**src/rtl/frogger_pkg.sv**
```systemverilog
// frogger_pkg: shared definitions for the frogger lane renderer.
//   - coord_t: 10-bit screen coordinate type.
//   - Colour codes for the downstream palette (6-bit colorcode values).
//   - Time bar geometry (origin and height).
// Optional build macro used elsewhere in this slice: LANE_STRIPES_EN.
package frogger_pkg;

    typedef logic [9:0] coord_t;

    localparam logic [5:0] C_WHITE  = 6'd0;
    localparam logic [5:0] C_BLACK  = 6'd1;
    localparam logic [5:0] C_GREEN  = 6'd2;
    localparam logic [5:0] C_RED    = 6'd3;
    localparam logic [5:0] C_LBLUE  = 6'd4;
    localparam logic [5:0] C_YELLOW = 6'd5;
    localparam logic [5:0] C_GREY   = 6'd6;
    localparam logic [5:0] C_ORANGE = 6'd7;
    localparam logic [5:0] C_BROWN  = 6'd8;
    localparam logic [5:0] C_PURPLE = 6'd9;
    localparam logic [5:0] C_DBLUE  = 6'd10;

    localparam int TBAR_X = 430;
    localparam int TBAR_Y = 460;
    localparam int TBAR_H = 15;

endpackage

```
**src/rtl/frogger_lane_ctr.sv**
```systemverilog
// frogger_lane_ctr: scroll offset register for one obstacle lane.
// Ports:
//   Clk         pixel clock
//   Reset_n     asynchronous active-low reset (offset returns to 0)
//   frame_start one-cycle pulse; offset advances by speed in direction dir
//   speed       px per frame (0..15)
//   dir         0 = scroll right (add), 1 = scroll left (subtract)
//   off         current offset, always in 0..SCREEN_W-1
module frogger_lane_ctr
    import frogger_pkg::*;
#(
    parameter int SCREEN_W = 640
) (
    input  logic       Clk,
    input  logic       Reset_n,
    input  logic       frame_start,
    input  logic [3:0] speed,
    input  logic       dir,
    output coord_t     off
);

    localparam logic [10:0] SW = 11'(SCREEN_W);

    logic [10:0] fwd;
    logic [10:0] bwd;
    coord_t      off_next;

    // Speed is far below SCREEN_W, so one compare-and-correct keeps the
    // offset inside 0..SCREEN_W-1 in either direction.
    assign fwd = {1'b0, off} + {7'b0, speed};
    assign bwd = {1'b0, off} - {7'b0, speed};

    always_comb begin
        off_next = off;
        if (!dir)
            off_next = coord_t'((fwd >= SW) ? (fwd - SW) : fwd);
        else
            off_next = coord_t'((off < coord_t'(speed)) ? (bwd + SW) : bwd);
    end

    always_ff @(posedge Clk or negedge Reset_n) begin
        if (!Reset_n)
            off <= '0;
        else if (frame_start)
            off <= off_next;
    end

endmodule

```
**src/rtl/frogger_lane_renderer.sv**
```systemverilog
// frogger_lane_renderer: clocked scene colour generator for the frogger road.
// Owns NUM_LANES scrolling obstacle lanes, a countdown time bar and a
// per-frame frog/obstacle collision flag. colorcode is registered (1 cycle
// latency from DrawX/DrawY).
// Ports:
//   Clk, Reset_n      pixel clock, asynchronous active-low reset
//   frame_start       one-cycle pulse at start of vertical blank
//   round_restart     reloads the time bar, clears collision state
//   DrawX, DrawY      current pixel
//   FrogX, FrogY      frog box top-left corner
//   frog_pixel        upstream sprite colour; BLACK (1) is transparent
//   lane_speed        4 bits per lane, lane i at [4i+3:4i]
//   lane_dir          bit i: 0 = right, 1 = left
//   colorcode         registered pixel colour
//   time_width        time bar width in px
//   time_up           one-cycle pulse when time_width reaches 0
//   collision         frog hit an obstacle during the previous frame
// Build macro: LANE_STRIPES_EN adds white dashed lane boundary stripes.
module frogger_lane_renderer
    import frogger_pkg::*;
#(
    parameter int NUM_LANES        = 4,
    parameter int LANE_Y0          = 280,
    parameter int LANE_HEIGHT      = 32,
    parameter int SCREEN_W         = 640,
    parameter int OBJ_PERIOD_LOG2  = 7,
    parameter int OBJ_LEN          = 40,
    parameter int OBJ_MARGIN       = 4,
    parameter int FROG_W           = 17,
    parameter int FROG_H           = 16,
    parameter int TIME_BAR_MAX     = 200,
    parameter int TIME_TICK_FRAMES = 15
) (
    input  logic                   Clk,
    input  logic                   Reset_n,
    input  logic                   frame_start,
    input  logic                   round_restart,
    input  logic [9:0]             DrawX,
    input  logic [9:0]             DrawY,
    input  logic [9:0]             FrogX,
    input  logic [9:0]             FrogY,
    input  logic [5:0]             frog_pixel,
    input  logic [4*NUM_LANES-1:0] lane_speed,
    input  logic [NUM_LANES-1:0]   lane_dir,
    output logic [5:0]             colorcode,
    output coord_t                 time_width,
    output logic                   time_up,
    output logic                   collision
);

    localparam logic [10:0] SW      = 11'(SCREEN_W);
    localparam logic [10:0] PMASK   = 11'((1 << OBJ_PERIOD_LOG2) - 1);
    localparam logic [10:0] OBJ_L   = 11'(OBJ_LEN);
    localparam int          DIV_W   = (TIME_TICK_FRAMES > 1) ? $clog2(TIME_TICK_FRAMES) : 1;
    localparam logic [DIV_W-1:0] DIV_LAST = DIV_W'(TIME_TICK_FRAMES - 1);

    coord_t               lane_off [NUM_LANES];
    logic [NUM_LANES-1:0] lane_hit;
`ifdef LANE_STRIPES_EN
    logic [NUM_LANES-1:0] lane_stripe;
`endif

    logic [10:0]      dx;
    logic [10:0]      dy;
    logic             in_frog_box;
    logic             frog_vis;
    logic             in_tbar;
    logic             coincide;
    logic [5:0]       color_next;
    logic [DIV_W-1:0] frame_div;
    logic             hit_pending;

    assign dx = {1'b0, DrawX};
    assign dy = {1'b0, DrawY};

    // Per-lane offset counter and hit test on the current pixel.
    for (genvar gi = 0; gi < NUM_LANES; gi++) begin : g_lane
        localparam int TOP = LANE_Y0 + gi * LANE_HEIGHT;

        logic [10:0] s_raw;
        logic [10:0] s_wrap;
        logic        row_ok;

        frogger_lane_ctr #(
            .SCREEN_W (SCREEN_W)
        ) u_ctr (
            .Clk         (Clk),
            .Reset_n     (Reset_n),
            .frame_start (frame_start),
            .speed       (lane_speed[4*gi +: 4]),
            .dir         (lane_dir[gi]),
            .off         (lane_off[gi])
        );

        assign s_raw  = dx + {1'b0, lane_off[gi]};
        assign s_wrap = (s_raw >= SW) ? (s_raw - SW) : s_raw;
        assign row_ok = (dy >= 11'(TOP + OBJ_MARGIN)) &&
                        (dy <  11'(TOP + LANE_HEIGHT - OBJ_MARGIN));
        // Position within the repeating obstacle period.
        assign lane_hit[gi] = row_ok && ((s_wrap & PMASK) < OBJ_L);

`ifdef LANE_STRIPES_EN
        if (gi >= 1) begin : g_stripe
            assign lane_stripe[gi] = (dy >= 11'(TOP)) && (dy < 11'(TOP + 2)) && !DrawX[6];
        end else begin : g_no_stripe
            assign lane_stripe[gi] = 1'b0;
        end
`endif
    end

    assign in_frog_box = (DrawX >= FrogX) && (dx < ({1'b0, FrogX} + 11'(FROG_W))) &&
                         (DrawY >= FrogY) && (dy < ({1'b0, FrogY} + 11'(FROG_H)));
    assign frog_vis    = in_frog_box && (frog_pixel != C_BLACK);
    assign in_tbar     = (dx >= 11'(TBAR_X)) && (dx < (11'(TBAR_X) + {1'b0, time_width})) &&
                         (dy >= 11'(TBAR_Y)) && (dy < 11'(TBAR_Y + TBAR_H));
    assign coincide    = frog_vis && (|lane_hit);

    always_comb begin
        color_next = C_GREY;
        if (frog_vis)
            color_next = frog_pixel;
        else if (in_tbar)
            color_next = C_GREEN;
`ifdef LANE_STRIPES_EN
        else if (|lane_stripe)
            color_next = C_WHITE;
`endif
        else if (|lane_hit)
            color_next = C_RED;
    end

    always_ff @(posedge Clk or negedge Reset_n) begin
        if (!Reset_n)
            colorcode <= C_GREY;
        else
            colorcode <= color_next;
    end

    // Time bar: one px lost every TIME_TICK_FRAMES frames, saturating at 0.
    always_ff @(posedge Clk or negedge Reset_n) begin
        if (!Reset_n) begin
            time_width <= coord_t'(TIME_BAR_MAX);
            frame_div  <= '0;
            time_up    <= 1'b0;
        end else begin
            time_up <= 1'b0;
            if (round_restart) begin
                time_width <= coord_t'(TIME_BAR_MAX);
                frame_div  <= '0;
            end else if (frame_start) begin
                if (frame_div == DIV_LAST) begin
                    frame_div <= '0;
                    if (time_width != '0) begin
                        time_width <= time_width - coord_t'(1);
                        time_up    <= (time_width == coord_t'(1));
                    end
                end else begin
                    frame_div <= frame_div + DIV_W'(1);
                end
            end
        end
    end

    // Collision: accumulate over a frame, publish at frame_start. A
    // coincidence on the frame_start cycle belongs to the new frame.
    always_ff @(posedge Clk or negedge Reset_n) begin
        if (!Reset_n) begin
            hit_pending <= 1'b0;
            collision   <= 1'b0;
        end else if (round_restart) begin
            hit_pending <= 1'b0;
            collision   <= 1'b0;
        end else if (frame_start) begin
            collision   <= hit_pending;
            hit_pending <= coincide;
        end else if (coincide) begin
            hit_pending <= 1'b1;
        end
    end

endmodule
```
**config.mk**
```make
export PLATFORM = sky130hd
export DESIGN_NAME = frogger_lane_renderer
export DESIGN_NICKNAME = d
export VERILOG_FILES = /design/src/rtl/frogger_pkg.sv /design/src/rtl/frogger_lane_ctr.sv /design/src/rtl/frogger_lane_renderer.sv
export SDC_FILE = /design/constraint.sdc
export NUM_CORES = 1
export LEC_CHECK = 0
export CORE_AREA = 3 3 154 156
export CTS_CLUSTER_DIAMETER = 80
export CTS_CLUSTER_SIZE = 30
export DETAILED_ROUTE_END_ITERATION = 8
export DIE_AREA = 0 0 157 159
export SLEW_MARGIN = 20
export SYNTH_ARGS = -nofsm -noshare
export SYNTH_HDL_FRONTEND = slang
export SYNTH_HIERARCHICAL = 1
export SYNTH_SLANG_ARGS = --single-unit
export TNS_END_PERCENT = 5
```
**constraint.sdc**
```tcl
create_clock -name Clk -period 4.4 [get_ports Clk]
set_clock_uncertainty 0.2 [all_clocks]
set_input_delay 0.44 -clock Clk [delete_from_list [all_inputs] [get_ports Clk]]
set_output_delay 0.44 -clock Clk [all_outputs]
set_load 0.02 [all_outputs]
```
==> impl_metrics.py <==
# Auto-generated metrics
metrics = {
    "outcome": {
        "run_status": "completed",
    },
    "sta": {
        "fin_crit_sh_pct": 78.3,
        "setup_tns_ns": 0,
        "slew_viol_final": 0,
        "hold_viol": 0,
        "slew_headroom_pct": 59.7,
        "finalCriticalPeriod_ns": 3.44,
        "tightest_slew_ns": 0.603,
        "setup_viol_count_final": 0,
        "rsz0062_at_grt": "no",
        "post-route-worst-setup-slack_ns": 0.955,
        "fmax_ghz": 0.290,
        "holdWs_ns": 0.303,
    },
    "pwr": {
        "p_sw_w": 0.00123,
        "p_clk_share_pct": 15.4,
        "power.density_nw_per_um2": 392,
        "vdd_drop_max_mv": 0.158,
        "p_comb_share_pct": 57.5,
        "swShare_pct": 41.7,
        "p_leak_nw": 3.30,
        "sequentialPowerShare_pct": 27.1,
        "internal_power_w": 0.00172,
    },
    "flow_run": {
        "maxCapViolCount": 0,
        "warnings": 48,
    },
    "drt": {
        "ant_nets": 0,
        "num_vias": 5286,
        "firstDrtPassIters": 4,
        "wl_met1_mm": 7.71,
        "wl_met2_mm": 6.63,
        "route.detailed.drc": 0,
        "dr_wl_met3_um": 724,
        "via_per_inst": 4.90,
        "top_layer_used": "met4",
        "wl_per_cell_um": 14.2,
        "drt_iter0_drc": 301,
        "wirelength_mm": 15.3,
    },
    "critical_path": {
        "r2r_start": "time_width[1]",
        "critPathRequiredTime_ns": 4.39,
        "cpPeakStageDelay_ns": 0.50,
        "critPathLaunchType": "primary input",
        "path_class": "in -> reg",
        "worstPathCellList": "clkdlybuf4s50_1 > ha_1 > and3_1 > o21ai_1 > nor2_1 > xnor2_1 > ha_1 > a21o_1 > a21oi_1 > o221ai_1 > nor2_1 > and2_1 > mux2_2",
        "worstPathArrival_ns": 3.44,
        "critical-path-top-delay-family": "simple AND/OR/NAND/NOR gates",
        "crit_start": "FrogX[0]",
        "path_buffers": 1,
        "cp_max_fo": 5,
        "critical_path.slowest_cell": "clkdlybuf4s50_1",
        "end_kind": "register",
    },
    "floorplan": {
        "die_y_um": 159,
        "initCoreUtil_pct": 28.0,
        "ioPinCount": 88,
        "rows": 55,
        "core-area_um2": 22500,
        "die_area_um2": 25000,
        "die_w_um": 157,
    },
    "worst_hold_path": {
        "hp-start": "g_lane[0].u_ctr/off[6]",
        "hold_path_class": "reg -> reg",
    },
    "logic_synthesis": {
        "ys_warn_count": 6,
        "syn_area_per_cell_um2": 8.67,
        "synth_cells": 728,
        "synth_area_um2": 6310,
        "floorplan.nets": 912,
    },
    "clock_tree": {
        "cts_tree": "built",
        "clockBufferDepth": 2,
        "postCtsSetupBuffers": 0,
        "worstSkewPairLatency_ns": 0.30,
        "ctsHtreeMaxLevel": 2,
        "clkSlewWorstSetupHoldPaths_ns": 0.07,
        "postCtsResizedCells": 0,
        "hold_buffers": 1,
        "root_buffer": "clkbuf_16",
    },
    "placed_design": {
        "post-place-ws_ns": 0.658,
        "gp_congestion": 0.844,
        "port_buffers": 87,
        "dpl.hpwl_mm": 12.2,
    },
    "global_route": {
        "grt_antenna_before_repair": 1,
        "first_global_vias": 5102,
        "grt_max_degree": 46,
        "grt_pass1_wl_mm": 25.4,
        "track_usage_pct": 12.2,
        "gr-total-overflow": 0,
    },
    "layout": {
        "fin_nets": 976,
        "area_growth_pct": 19.0,
        "drive_gt1_share_pct": 8.07,
    },
}
==> sequential cells by signal (all words and copies together), names as in the netlist <==
name	flops
collision	1
hit_pending	1
g_lane.u_ctr/off	28
colorcode	6
frame_div	4
time_up	1
time_width	10
==> power groups by stage <==
stage               registers [W]  logic, W  clock network (W)
global placement         0.000810   0.00166                  0
floorplan                0.000734   0.00147                  0
CTS                      0.000805   0.00170           0.000473
detailed placement       0.000812   0.00169                  0
finish                   0.000799   0.00169           0.000453
global route             0.000829   0.00194           0.000494
==> layout make-up <==
class                           count  area, um^2
Clock buffer                        6         129
Sequential cell                    51        1280
Timing Repair Buffer               91         893
Fill cell                        2322       15000
Multi-Input combinational cell    577        4560
Inverter                           66         248
Clock inverter                      2        37.5
Tap cell                          285         357
Antenna cell                        1        2.50
==> path summary, 6_finish.rpt <==
check                                          to  cells past startpoint  slack, ns
max                                  colorcode[0]                     13       0.96
min                        g_lane[0].u_ctr/off[6]                      1       0.30
max reg2reg                          colorcode[2]                     12       1.67
min reg2reg                g_lane[0].u_ctr/off[6]                      1       0.30
max in group asynchronous  g_lane[1].u_ctr/off[3]                      3       2.80
min in group asynchronous           time_width[4]                      2       0.36
==> metrics by stage <==
| step | instance area (um^2) | std cells | utilization (%) | total power [W] |
|---|---|---|---|---|
| floorplan | 6310 | 728 | - | 0.00220 |
| global placement | 7330 | 1069 | 32.6 | 0.00247 |
| detailed placement | 7330 | 1069 | 32.6 | 0.00250 |
| CTS | 7500 | 1078 | 33.3 | 0.00298 |
| global route | 7500 | 1079 | 33.4 | 0.00326 |
| finish | 7500 | 1079 | 33.4 | 0.00294 |
==> layer usage <==
metal  up-vias  track usage [%]
li1       2717                -
met1      2462             17.3
met2        95             19.2
met3        12             2.39
met4         0             2.87
met5         -                0
==> cell usage in the layout (no fill, tap or decap), types with 12 or more instances in the layout <==
cell type,n
nand3_1,23
dfrtp_1,46
nand2b_1,15
inv_1,61
mux2i_1,12
a21oi_1,44
xnor2_1,36
nor2b_1,14
o21ai_0,26
and3_1,15
nor3_1,12
ha_1,106
nand2_1,35
nor2_1,50
clkdlybuf4s50_1,85
**Cell classes on the final placement**

The bar under the picture is 50 um long. Fill, decap, tap and diode cells in gray.
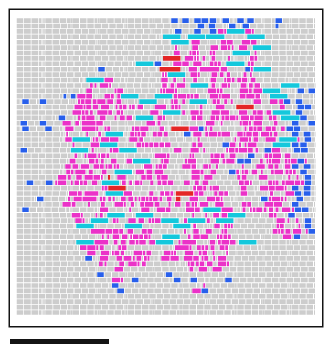
Key: red = clock drivers and dummy loads [cells 8, share of their area 2.3%]; blue = remaining buffers and delay cells [cells 91, share of their area 13%]; cyan = sequential cells [cells 51, share of their area 18%]; magenta = remaining logic cells [cells 643, share of their area 67%]

**The clock network**

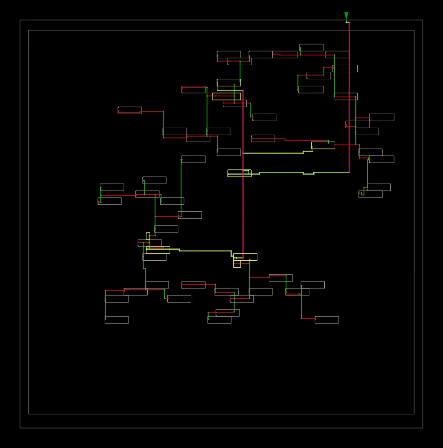
Clk. pwr: 0.000453 W
Clock Sink Count: 51
total CTS buffers: 5

**Logic cells by family**

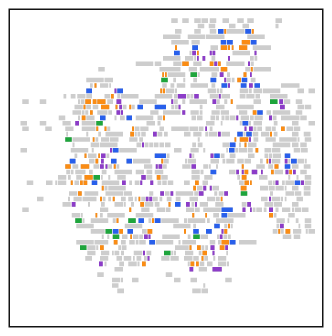
Key: blue = xor and xnor cells [cells 48, most used xnor2_1]; purple = nand cells [cells 91, most used nand2_1]; green = mux cells [cells 14, most used mux2i_1]; orange = nor cells [cells 103, most used nor2_1]

**Signal wires on met2**

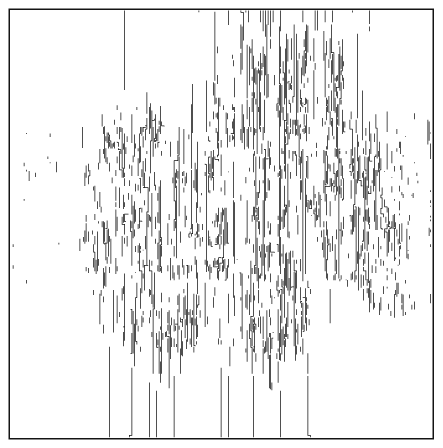
The longest straight run is 49.0 um. 776 nets have wire on it. The layer carries 6630 um of wire. The layer holds 43% of the routed length. The wires run mostly vertical.

**Sizing map**

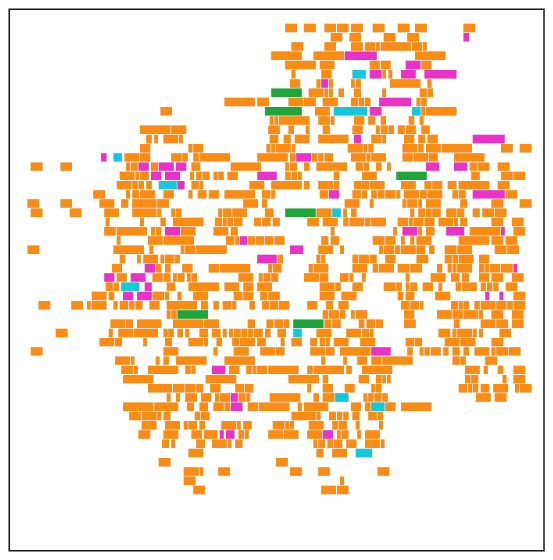
Key: magenta = x2 [cells 47]; green = x6 and larger [cells 6, most used clkbuf_16]; orange = x1 and smaller [cells 729, most used ha_1]; cyan = x3 and x4 [cells 11, most used buf_4]

Power is estimated from default activity; no workload was simulated.
